==> config.mk <==
export PLATFORM = sky130hd
export DESIGN_NAME = sr_latch_bank_ctrl_flat
export DESIGN_NICKNAME = d
export VERILOG_FILES = /design/src/rtl/sr_latch_bank_ctrl_if.sv /design/src/rtl/sr_latch_bank_ctrl.sv /design/src/flat_wrapper.sv
export SDC_FILE = /design/constraint.sdc
export NUM_CORES = 1
export LEC_CHECK = 0
export CAP_MARGIN = 20
export CELL_PAD_IN_SITES_DETAIL_PLACEMENT = 0
export CELL_PAD_IN_SITES_GLOBAL_PLACEMENT = 1
export CORE_MARGIN = 3
export CORE_UTILIZATION = 33
export DETAILED_ROUTE_END_ITERATION = 10
export PLACE_DENSITY = 0.84
export SLEW_MARGIN = 20
export SYNTH_ARGS = -nofsm -noshare
export SYNTH_HDL_FRONTEND = slang
export SYNTH_SLANG_ARGS = --single-unit
export TNS_END_PERCENT = 100
==> constraint.sdc <==
create_clock -name clock -period 1.85 [get_ports clock]
set_clock_uncertainty 0.05 [all_clocks]
set_input_delay 0.37 -clock clock [delete_from_list [all_inputs] [get_ports clock]]
set_output_delay 0.37 -clock clock [all_outputs]
set_load 0.03 [all_outputs]
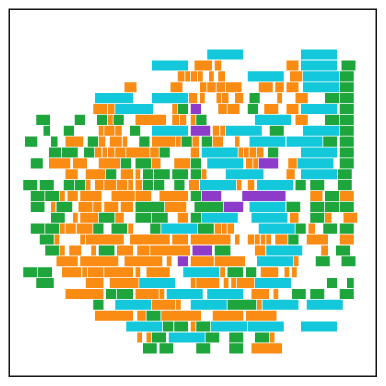
**Above:** cells colored by class.
Drawn at 4 px/um.
Key: green = remaining buffers and delay cells [cells 117]; orange = remaining logic cells [cells 180]; purple = clock drivers and dummy loads [cells 8]; cyan = registers [cells 46]
core footprint: 6940 um^2
flip-flop and latch share of the layout cell area: 28.4%
standard-cell rows: 30
finished layout cell area: 4070 um^2

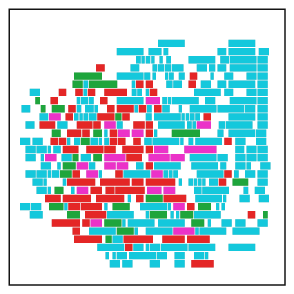
**Above:** cell sizes after repair.
Drawn at 3 px/um.
Key: magenta = x6 and larger [cells 23]; red = x3 and x4 [cells 73]; green = x2 [cells 29]; cyan = x1 and smaller [cells 226]
number of buffers outside the clock class in the layout: 117
Area growth, synth to finish: 69.2%
post-layout worst setup margin: -0.0784 ns

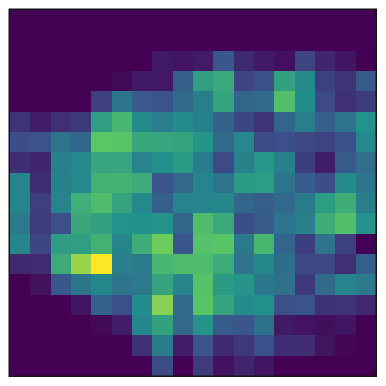
**Above:** wiring heat map.
Drawn at 4 px/um. 18 x 18 tiles, from dark purple (low) to yellow (high), scaled to the fullest tile. Values are wire area over tile area, all layers added.
The fullest tile reaches 0.45. The mean over all tiles is 0.12. The emptiest ninth of the die: north-west.
total wire length: 6610 um
global-route usage over all layers: 15.8%
vias post-DR: 2,317
final routed wire length divided by cell count: 14.8 um

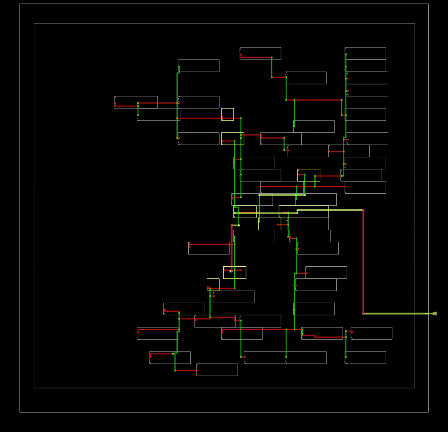
**Above:** clock nets.
CTS buffer count: 5
Insertion Delay late pin: 0.29 ns

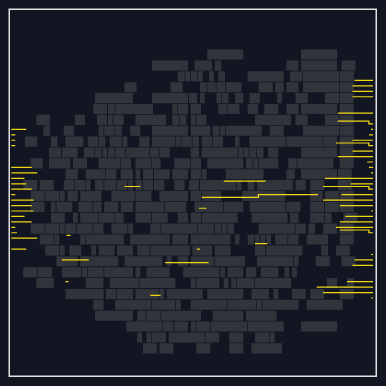
**Above:** M3 wires.
Drawn at 4 px/um. Cells faint in the background.
The layer carries 331 um of wire. The wires run mostly horizontal.
GR Layer Usage met3: 3.98%

==> results.txt <==
Implementation summary

The most frequent logic cell in the layout is clkdlybuf4s50_1. The number of antenna violations at the first check in global routing was 0. Multi-input logic gates represent a cell area share of 37.5%. The data required time reported for the critical path is 2.00 ns. The layout report lists the clock-cell share of area as 2.80%. The final worst slack is -0.0784 ns.

The count of clock-net buffers in the final layout is 5. The routed metal-1 wirelength is 2960 um. The synthesis log from Yosys contains 0 warnings.

The met1 usage in global routing is 20.8%. The first global-routing pass estimated 11,000 um of wire. The post-cts hold buffer count is 0. Looking at the max-slew report, the worst-margin pin has a slew of 0.555 ns. The end-of-flow timing check tallies setup violations at 11. The completed layout was analyzed and its total power is 0.00634 W.

The main area contributors are dfrtp_1 48%, nand2_1 5.6%, buf_6 3.3%, a21oi_1 3.1%, o41ai_1 2.9%. The total standard cell area after synthesis is 2410 um^2. The number of top-level pins is 63.

The final hold violation count recorded for this run is 0. The synthesized design spends more area on one cell type than any other, namely dfrtp_1. The routing layer with the top usage in global route is met2. The sequential cell power is 0.00161 W. In the final layout, the fill cell count is 578. The synthesized netlist contains 52 unique library cells. The met2 usage in global routing is 26.1%. The synthesized design contains 46 register bits. The clock H-tree reported by CTS has 2 levels. The worst pin sits at a relative slew slack of 63.0%. The power in the clock group is 0.000742 W. The total length of routed met2 wires is 3270 um. Multi-input combinational cells in the finished layout were counted as 167. The share of the core area taken by cells at floorplan is 34.6%. Registers take 1150 um^2. The analysis attributes to cell leakage a power of 1.80 nW. The category of the worst setup path launch point is a flip-flop. Leaving out fill and tap cells, the most frequent cells in the layout are 55 x clkdlybuf4s50_1, 43 x dfrtp_1, 38 x buf_4, 34 x nand2_1, 14 x buf_6. The setup slack after placement is -0.718 ns.

The critical path maximum fanout is 5. The switching portion of total power comes to 42.8%. The quantity of I/O buffers inserted on ports is 62. Summing the areas of all fa, ha and maj instances in the mapped netlist gives 0.520% of the synthesized area. The tightest hold path in the finished design has a slack of 0.101 ns.

The congestion estimate from routability-driven global placement came to 0.830. The post-synthesis instance total is 243. For the final routed database, the setup TNS stands at -0.475 ns. After the flow finishes, the layout carries non-filler instances totaling 447. The width of the die is 91.4 um.

The remaining design rule violation count is 0. The most frequent cell after synthesis is dfrtp_1. Setup repair after global routing could not meet its margin everywhere.

The clock edge transition at the registers on the reported setup and hold paths is 0.09 ns. In this run the remaining antenna-violating nets after routing total 0. The final reports fail on setup timing. The class of the tightest hold or removal check is input pin to asynchronous set/reset pin. The ratio of total power to cell area is 1560 nW/um^2.

The post-cts resize count is 43. The flow ran to the end, but the final reports show violations. Data arrives at the worst endpoint at 2.08 ns.

The critical path runs through a total of 5 cells. The flow inserted 96 tap cells. By count the netlist is led by 46 x dfrtp_1, 36 x nand2_1, 15 x a21oi_1. The TritonCTS clock tree is yes. The type of element capturing the critical path is a flip-flop. The buffer type at the clock tree root is clkbuf_8. The share of final layout cell area taken by non-clock buffers is 27.2%. After synthesis, the design contains 243 cells according to Yosys.

The number of non-clock inverters in the layout is 13. The flop-to-flop setup slack is -0.08 ns.
No activity file was given, so power comes from the tool's default toggle rates.
